**config.mk**
```make
export PLATFORM = sky130hd
export DESIGN_NAME = nbit_seq_comparator
export DESIGN_NICKNAME = d
export VERILOG_FILES = /design/src/rtl/nbit_cmp_pkg.sv /design/src/rtl/chunk_cmp.sv /design/src/rtl/nbit_seq_comparator.sv
export SDC_FILE = /design/constraint.sdc
export NUM_CORES = 1
export LEC_CHECK = 0
export ABC_CLOCK_PERIOD_IN_PS = 5600
export CORE_ASPECT_RATIO = 1.2
export CORE_MARGIN = 4
export CORE_UTILIZATION = 28
export CTS_CLUSTER_SIZE = 24
export DETAILED_ROUTE_END_ITERATION = 8
export SLEW_MARGIN = 20
export SYNTH_ARGS = -nofsm -noshare
export SYNTH_HDL_FRONTEND = slang
export SYNTH_SLANG_ARGS = --single-unit
```
**constraint.sdc**
```tcl
create_clock -name clk -period 5.6 [get_ports clk]
set_input_delay 0.56 -clock clk [delete_from_list [all_inputs] [get_ports clk]]
set_output_delay 0.56 -clock clk [all_outputs]
set_load 0.02 [all_outputs]
```
**src/rtl/nbit_cmp_pkg.sv**
```systemverilog
// Shared types and constants for the sequential magnitude comparator.
// FSM state encoding, one-hot result flags and an index-width helper.
package nbit_cmp_pkg;

  typedef enum logic [1:0] {
    IDLE = 2'd0,
    RUN  = 2'd1,
    DONE = 2'd2
  } cmp_state_t;

  // Result flags packed as {Gth, E, Lth}
  localparam logic [2:0] FLAG_NONE = 3'b000;
  localparam logic [2:0] FLAG_GT   = 3'b100;
  localparam logic [2:0] FLAG_EQ   = 3'b010;
  localparam logic [2:0] FLAG_LT   = 3'b001;

  // Never returns 0 so a single-chunk build still gets a 1-bit index
  function automatic int clog2(input int value);
    int result;
    result = 1;
    for (int i = 1; i < 32; i++) begin
      if ((1 << i) < value) result = i + 1;
    end
    return result;
  endfunction

endpackage

```
**src/rtl/chunk_cmp.sv**
```systemverilog
// Combinational unsigned compare of two CHUNK-bit slices, built as an
// MSB-first cascade of single-bit comparator cells.
module chunk_cmp #(
  parameter int CHUNK = 4
) (
  input  logic [CHUNK-1:0] a,
  input  logic [CHUNK-1:0] b,
  output logic             gt,
  output logic             eq,
  output logic             lt
);

  // eq_above[i] is high when every bit above position i matches
  logic [CHUNK:0]   eq_above;
  logic [CHUNK-1:0] gt_bit;
  logic [CHUNK-1:0] lt_bit;

  assign eq_above[CHUNK] = 1'b1;

  for (genvar gi = 0; gi < CHUNK; gi++) begin : g_cell
    assign eq_above[gi] = eq_above[gi+1] & ~(a[gi] ^ b[gi]);
    assign gt_bit[gi]   = eq_above[gi+1] & a[gi] & ~b[gi];
    assign lt_bit[gi]   = eq_above[gi+1] & ~a[gi] & b[gi];
  end

  assign gt = |gt_bit;
  assign lt = |lt_bit;
  assign eq = eq_above[0];

endmodule

```
**src/rtl/nbit_seq_comparator.sv**
```systemverilog
// Multi-cycle MSB-first magnitude comparator with early exit on the first
// differing chunk. Define NBIT_CMP_SIGNED_EN to add two's-complement compare.
module nbit_seq_comparator
  import nbit_cmp_pkg::*;
#(
  parameter int WIDTH = 16,
  parameter int CHUNK = 4
) (
  input  logic             clk,
  input  logic             rst_n,
  input  logic             start,
`ifdef NBIT_CMP_SIGNED_EN
  input  logic             is_signed,
`endif
  input  logic [WIDTH-1:0] A,
  input  logic [WIDTH-1:0] B,
  output logic             busy,
  output logic             done,
  output logic             Gth,
  output logic             E,
  output logic             Lth
);

  localparam int NCHUNK = WIDTH / CHUNK;
  localparam int IDXW   = clog2(NCHUNK);

`ifdef NBIT_CMP_SIGNED_EN
  // Flipping the sign bit maps two's-complement order onto unsigned order
  localparam logic [WIDTH-1:0] MSB_MASK = WIDTH'(1) << (WIDTH - 1);
`endif

  cmp_state_t       state_reg, state_next;
  logic [WIDTH-1:0] a_reg, a_next;
  logic [WIDTH-1:0] b_reg, b_next;
  logic [IDXW-1:0]  idx_reg, idx_next;
  logic [2:0]       flags_reg, flags_next;

  logic chunk_gt, chunk_eq, chunk_lt;

  chunk_cmp #(
    .CHUNK (CHUNK)
  ) u_chunk_cmp (
    .a  (a_reg[WIDTH-1 -: CHUNK]),
    .b  (b_reg[WIDTH-1 -: CHUNK]),
    .gt (chunk_gt),
    .eq (chunk_eq),
    .lt (chunk_lt)
  );

  always_ff @(posedge clk) begin
    if (!rst_n) begin
      state_reg <= IDLE;
      a_reg     <= '0;
      b_reg     <= '0;
      idx_reg   <= '0;
      flags_reg <= FLAG_NONE;
    end else begin
      state_reg <= state_next;
      a_reg     <= a_next;
      b_reg     <= b_next;
      idx_reg   <= idx_next;
      flags_reg <= flags_next;
    end
  end

  always_comb begin
    state_next = state_reg;
    a_next     = a_reg;
    b_next     = b_reg;
    idx_next   = idx_reg;
    flags_next = flags_reg;
    case (state_reg)
      IDLE: begin
        if (start) begin
          a_next = A;
          b_next = B;
`ifdef NBIT_CMP_SIGNED_EN
          if (is_signed) begin
            a_next = A ^ MSB_MASK;
            b_next = B ^ MSB_MASK;
          end
`endif
          idx_next   = IDXW'(NCHUNK - 1);
          state_next = RUN;
        end
      end
      RUN: begin
        if (chunk_gt) begin
          flags_next = FLAG_GT;
          state_next = DONE;
        end else if (chunk_lt) begin
          flags_next = FLAG_LT;
          state_next = DONE;
        end else if (idx_reg == '0) begin
          flags_next = FLAG_EQ;
          state_next = DONE;
        end else begin
          a_next   = a_reg << CHUNK;
          b_next   = b_reg << CHUNK;
          idx_next = idx_reg - 1'b1;
        end
      end
      DONE: begin
        state_next = IDLE;
      end
      default: begin
        state_next = IDLE;
      end
    endcase
  end

  // Single-bit-per-chunk sanity: chunk_eq is implied by !gt && !lt
  logic unused_eq;
  assign unused_eq = chunk_eq;

  assign busy = (state_reg == RUN);
  assign done = (state_reg == DONE);
  assign Gth  = flags_reg[2];
  assign E    = flags_reg[1];
  assign Lth  = flags_reg[0];

endmodule

```
Figure 1. Register map, names as in the netlist (run 1).
Bar = 20 um. Other sequential cells in the stronger gray, the rest of the logic in the fainter gray.
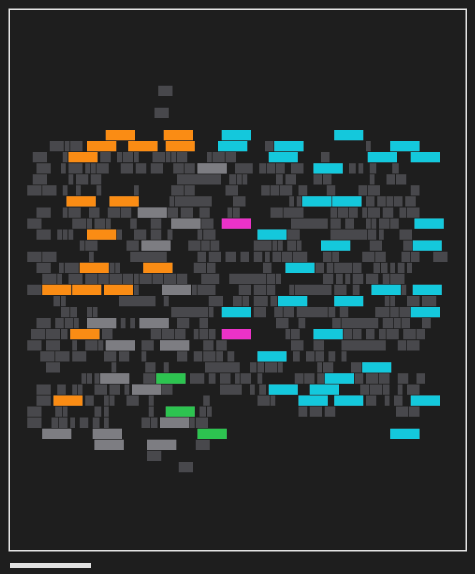
magenta -> state_reg  # flops 2
orange -> b_reg  # flops 16
green -> flags_reg  # flops 3
cyan -> idx_reg  # flops 32
not colored = 16

Figure 2. Congestion heat map (run 1).
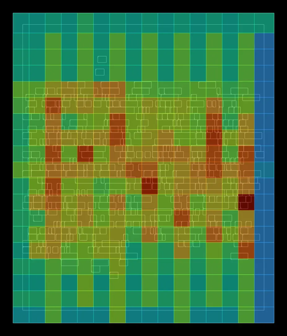
Wirelength per Cell: 16.03 um
global-route track usage on met1: 18.21%

==> impl_metrics.ini, run 1 <==
; implementation run metrics
[die]
die_w_um = 112.0
design.portCount = 40

[yosys]
common_cells = nand2_1 (72), dfxtp_1 (69), a31oi_1 (31)
synth_area_um2 = 3631
top_cells_by_area = dfxtp_1 (38%), nand2_1 (7.4%), a311oi_1 (6.3%)
synth_top_cell_by_count = nand2_1
yosysChipArea_um2 = 3631
top_area_cell = dfxtp_1

[power]
clkPwrFrac_pct = 24.3
power.internal_uw = 1441
p_sw_share_pct = 43.17
powerClk_uw = 617
power-top-group = combinational cells
p_sw_uw = 1095

[final_layout]
bufAreaShareNonClock_pct = 9.615
largest_register_ffs = 32
lay_top_count = nand2_1
final_cell_mix = nand2_1 (72), dfxtp_1 (69), clkdlybuf4s50_1 (39)
syn2layout_area_growth_pct = 22.57
diodes = 0
comb_cells = 319
register_area_um2 = 1381

[cts]
clk_path_buf_depth = 2

[worst_setup_path]
endpoint_kind = flip-flop
crit_path_end = a_reg[7]
critPathMaxFanout = 33
cpPeakStageDelay_ns = 0.85
required_ns = 5.74
rr_endpoint = a_reg[7]
path_depth = 8

[status]
status = complete, no violations

[sta]
skew_ns = 0.009240
setup_viol = 0
maxSlewViolCount = 0
setup_ws_ns = 2.156
hold_violations = 0

[drt]
drc = 0

[global_routing]
grt_pass1_vias = 3533
grt.overflow.total = 0

[min_path]
hp-class = flip-flop to flip-flop

[flow_run]
drv_cap = 0
warnings = 27

[placement]
dp.cells = 613
port_buffers = 39
Figure 3. Zoomed window (run 1).
Bar = 10 um. Region (15, 21) to (40, 46) um. Cells in gray, sequential cells in the stronger gray; small squares are vias.
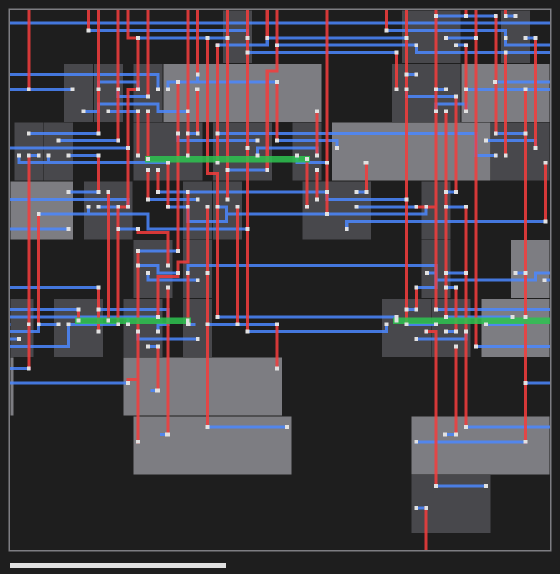
green -> M3
blue -> M1
red -> M2
sequential cells in the window = 6
most frequent = nand2_1 (14), dfxtp_1 (6)
cells with their middle in the window = 34
netlist names of flops here include = a_reg (5), flags_reg (1)

==> run 1: kinds of logic (layout without fill, tap and decap cells) <==
kind of cell / count (synthesis) / after routing / synth area share [%]
xor gates and xnor gates: 3 / 3 / 0.7238
buffers and inverters: 54 / 77 / 6.065
DFF: 69 / 69 / 38.04
AOI/OAI and AO/OA: 152 / 152 / 30.57
and+or+nand+nor: 161 / 161 / 23.57
adders and majority gates: 3 / 3 / 1.034
==> run 1: layer usage <==
layer / share of wire (%) / track usage (%)
met1: 46 / 18.21
met2: 48 / 22.30
met3: 5.3 / 2.928
met4: 0.60 / 3.273
met5: 0 / 0
==> run 1: tightest hold or removal path: stages (launching register included) <==
cell     delay (ns)
dfxtp_1        0.31
nand2_1        0.05
o21ai_0        0.06
Figure 4. Nets reached from selected ports (run 1).
Bar = 20 um.
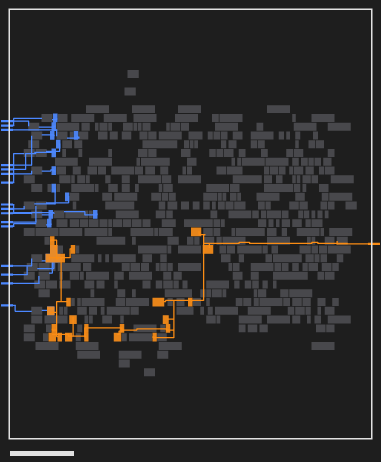

--- run 2 (diff from run 1) ---
--- a/config.mk
+++ b/config.mk
@@ -5,7 +5,7 @@
 export SDC_FILE = /design/constraint.sdc
 export NUM_CORES = 1
 export LEC_CHECK = 0
-export ABC_CLOCK_PERIOD_IN_PS = 5600
+export ABC_CLOCK_PERIOD_IN_PS = 3290
 export CORE_ASPECT_RATIO = 1.2
 export CORE_MARGIN = 4
 export CORE_UTILIZATION = 28
==> constraint.sdc (replaced) <==
create_clock -name clk -period 3.29 [get_ports clk]
set_input_delay 0.329 -clock clk [delete_from_list [all_inputs] [get_ports clk]]
set_output_delay 0.329 -clock clk [all_outputs]
set_load 0.02 [all_outputs]
Figure 5. Nets reached from selected ports (run 2).
Bar = 20 um.
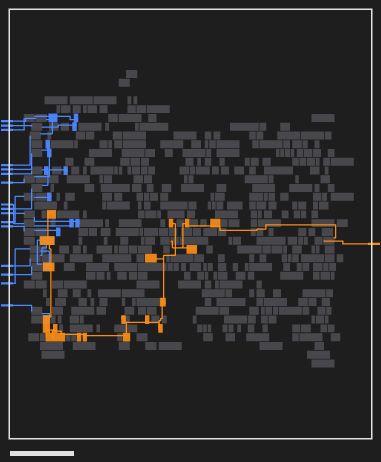
orange -> rst_n  # bits 1, direction input, end cells 24, buffers 2, wire 230 um
blue -> B  # bits 16, direction input, end cells 16, buffers 16, wire 288 um

Figure 6. Zoomed window (run 2).
Bar = 10 um. Region (15, 21) to (40, 46) um. Cells in gray, sequential cells in the stronger gray; small squares are vias.
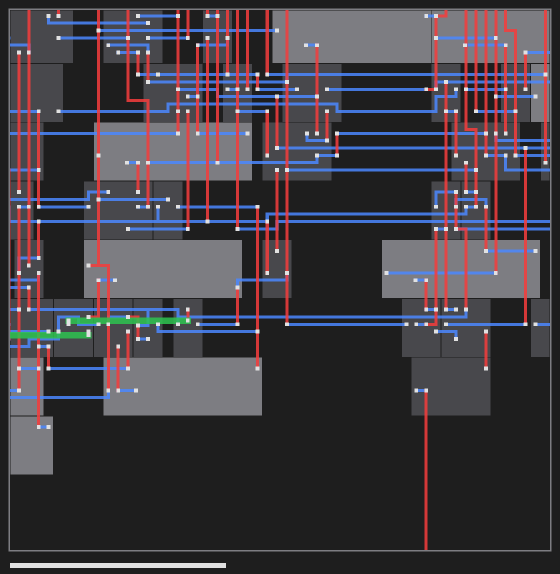

==> run 2 against run 1 <==
Cell count grew 1.4%; die size did not move; fmax up 25%; first-iteration DRC count decreased by 17%; setup slack worse by 1.6 ns; utilization increased by 0.35 points; routed wire length grew 0.74%; critical endpoint unchanged; sequential power grew 69%; critical path type unchanged; area after synthesis did not move; hold slack gained 0.0015 ns.
==> impl_metrics.ini, run 2 <==
; implementation run metrics
[status]
status = complete, no violations

[global_routing]
grtUsageMet3_pct = 2.928
grt_busiest_layer = met2
grt.overflow.total = 0
grtUsageMet2_pct = 23.73

[yosys]
xor_area_share_pct = 0.7236
ys_sh_aoi_pct = 30.57
synth_area_um2 = 3631
synth_top_cell_by_count = nand2_1
common_cells = nand2_1 (72), dfxtp_1 (69), a31oi_1 (31)
synth-adder-area-share_pct = 1.034
top_area_cell = dfxtp_1
synthMuxAreaShare_pct = 0

[flow_run]
warnings = 27
drv_cap = 0

[drt]
met2_length_um = 5082
drc = 0
wl_met1_um = 4589
route.met3.wl_um = 430

[final_layout]
syn2layout_area_growth_pct = 23.78
diodes = 0
lay_top_count = nand2_1
largest_register_ffs = 32

[power]
p_sw_share_pct = 44.14
powerClk_uw = 914
power-top-group = combinational cells
power.internal_uw = 2390
p_sw_uw = 1889

[placement]
port_buffers = 39

[cts]
clk_path_buf_depth = 2

[worst_setup_path]
rr_endpoint = a_reg[7]
required_ns = 3.49
crit_path_end = a_reg[7]
cpPeakStageDelay_ns = 0.48

[sta]
skew_ns = 0.01127
setup_viol = 0
maxSlewViolCount = 0
setup_ws_ns = 0.5388

[min_path]
hp-class = flip-flop to flip-flop
==> run 2: cell counts after synthesis <==
No cell type changed its count.
==> run 2: layout make-up <==
type                    instances  area [um2]  area share [%]
inverters                      17       63.81           1.420
repair buffers                 53       508.0           11.30
well taps                     164       205.2           4.566
multi-input cells             319        2051           45.63
clock buffers                  10       239.0           5.317
flip-flops and latches         69        1381           30.73
clock inverters                 6       46.29           1.030
==> run 2: worst max-delay path: cells and delay by family (launching register included) <==
family | cells | cell delay, ns
AND-OR/OR-AND | 3 | 0.79
buffers and inverters | 3 | 0.61
AND/OR/NAND/NOR | 2 | 0.49
flip-flops | 1 | 0.35
adder cells (fa/ha/maj) | 1 | 0.34
Figure 7. Register map, names as in the netlist (run 2).
Bar = 20 um. Other sequential cells in the stronger gray, the rest of the logic in the fainter gray.
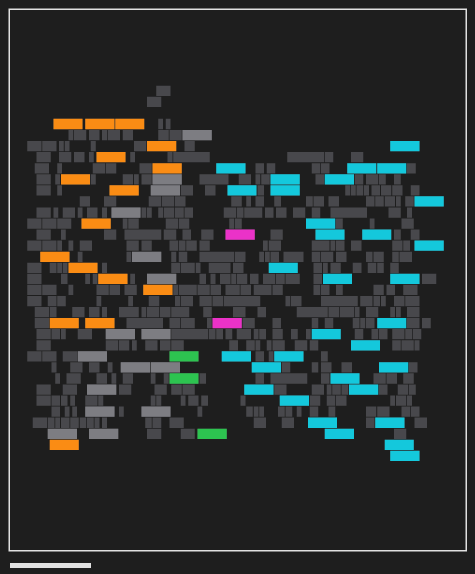

--- run 3 (diff from run 2) ---
--- a/config.mk
+++ b/config.mk
@@ -5,7 +5,7 @@
 export SDC_FILE = /design/constraint.sdc
 export NUM_CORES = 1
 export LEC_CHECK = 0
-export ABC_CLOCK_PERIOD_IN_PS = 3290
+export ABC_CLOCK_PERIOD_IN_PS = 2700
 export CORE_ASPECT_RATIO = 1.2
 export CORE_MARGIN = 4
 export CORE_UTILIZATION = 28
==> constraint.sdc (replaced) <==
create_clock -name clk -period 2.7 [get_ports clk]
set_input_delay 0.27 -clock clk [delete_from_list [all_inputs] [get_ports clk]]
set_output_delay 0.27 -clock clk [all_outputs]
set_load 0.02 [all_outputs]
Figure 8. Register map, names as in the netlist (run 3).
Bar = 20 um. Other sequential cells in the stronger gray, the rest of the logic in the fainter gray.
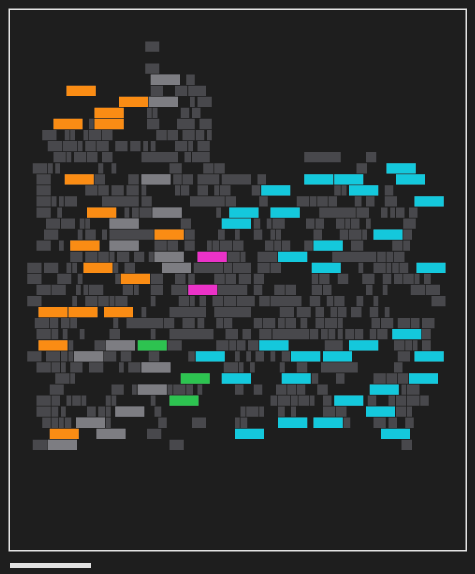
Final Core Density: 36.75%
fraction of area in registers: 29.67%
P_seq: 1620 uW
FF/Latch Area: 1381 um2

==> run 3 against run 2 <==
Count of clock-buffer cells in the layout is the same; clock power grew 49%; sequential power grew 23%; fmax grew 7.9%; design area grew 3.6%; hold slack lost 0.0036 ns; sequential share of layout area shrank 1.1 points; largest power group unchanged.
==> impl_metrics.ini, run 3 <==
; implementation run metrics
[final_layout]
final_cell_mix = nand2_1 (72), dfxtp_1 (69), clkdlybuf4s50_1 (39)
diodes = 0
syn2layout_area_growth_pct = 28.22
largest_register_ffs = 32
lay_top_count = nand2_1

[global_routing]
met1_usage_pct = 17.12
grt.overflow.total = 0
grtUsageMet3_pct = 2.653
grtUsageMet2_pct = 24.17

[drt]
wl_per_cell_um = 16.12
met2_length_um = 5103
highest_layer = met4
wl_met1_um = 4707
route.met3.wl_um = 430
drc = 0

[sta]
skew_ns = 0.01035
setup_viol = 0
hold_violations = 0
maxSlewViolCount = 0
setup_ws_ns = 0.1509

[cts]
clk_path_buf_depth = 2

[die]
die_w_um = 112.0
design.portCount = 40

[power]
power-top-group = combinational cells
p_sw_share_pct = 41.73
p_sw_uw = 2350
powerClk_uw = 1360

[min_path]
hp-class = flip-flop to flip-flop

[worst_setup_path]
endpoint_kind = flip-flop
cpPeakStageDelay_ns = 0.40
required_ns = 2.93
path_depth = 9
worstReg2RegStart = a_reg[15]
cp_top_family = AND-OR/OR-AND gates
critPathMaxFanout = 12

[yosys]
top_area_cell = dfxtp_1
synth_area_um2 = 3631
synth_top_cell_by_count = nand2_1
yosysChipArea_um2 = 3631

[flow_run]
warnings = 28

[placement]
hpwlAfterDp_um = 7003
dp.cells = 630

[status]
status = complete, no violations
Figure 9. Gate families picked out (run 3).
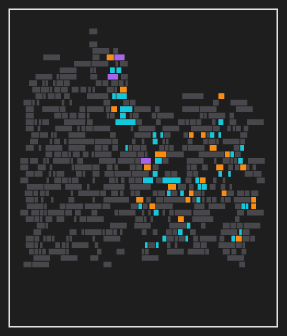
cyan -> nor cells  # cells 41
purple -> fa/ha/maj cells  # cells 3
orange -> and/or cells  # cells 23

run 3: area by class of cell:
type / instances / area, um2 / share of cell area [%]
clock inverters: 6 / 111.4 / 2.392
repair buffers: 63 / 609.3 / 13.09
clock buffers: 10 / 229.0 / 4.918
multi-input cells: 319 / 2056 / 44.15
well taps: 164 / 205.2 / 4.407
flip-flops and latches: 69 / 1381 / 29.67
inverters: 17 / 63.81 / 1.371
run 3: kinds of logic (layout without fill, tap and decap cells):
family | count (synthesis) | after routing | share of synthesized area, %
DFF | 69 | 69 | 38.04
buffers and inverters | 54 | 96 | 6.065
adders and majority gates | 3 | 3 | 1.034
xor gates and xnor gates | 3 | 3 | 0.7238
AOI/OAI and AO/OA | 152 | 152 | 30.57
and+or+nand+nor | 161 | 161 | 23.57
Power and IR drop assume default switching activity.
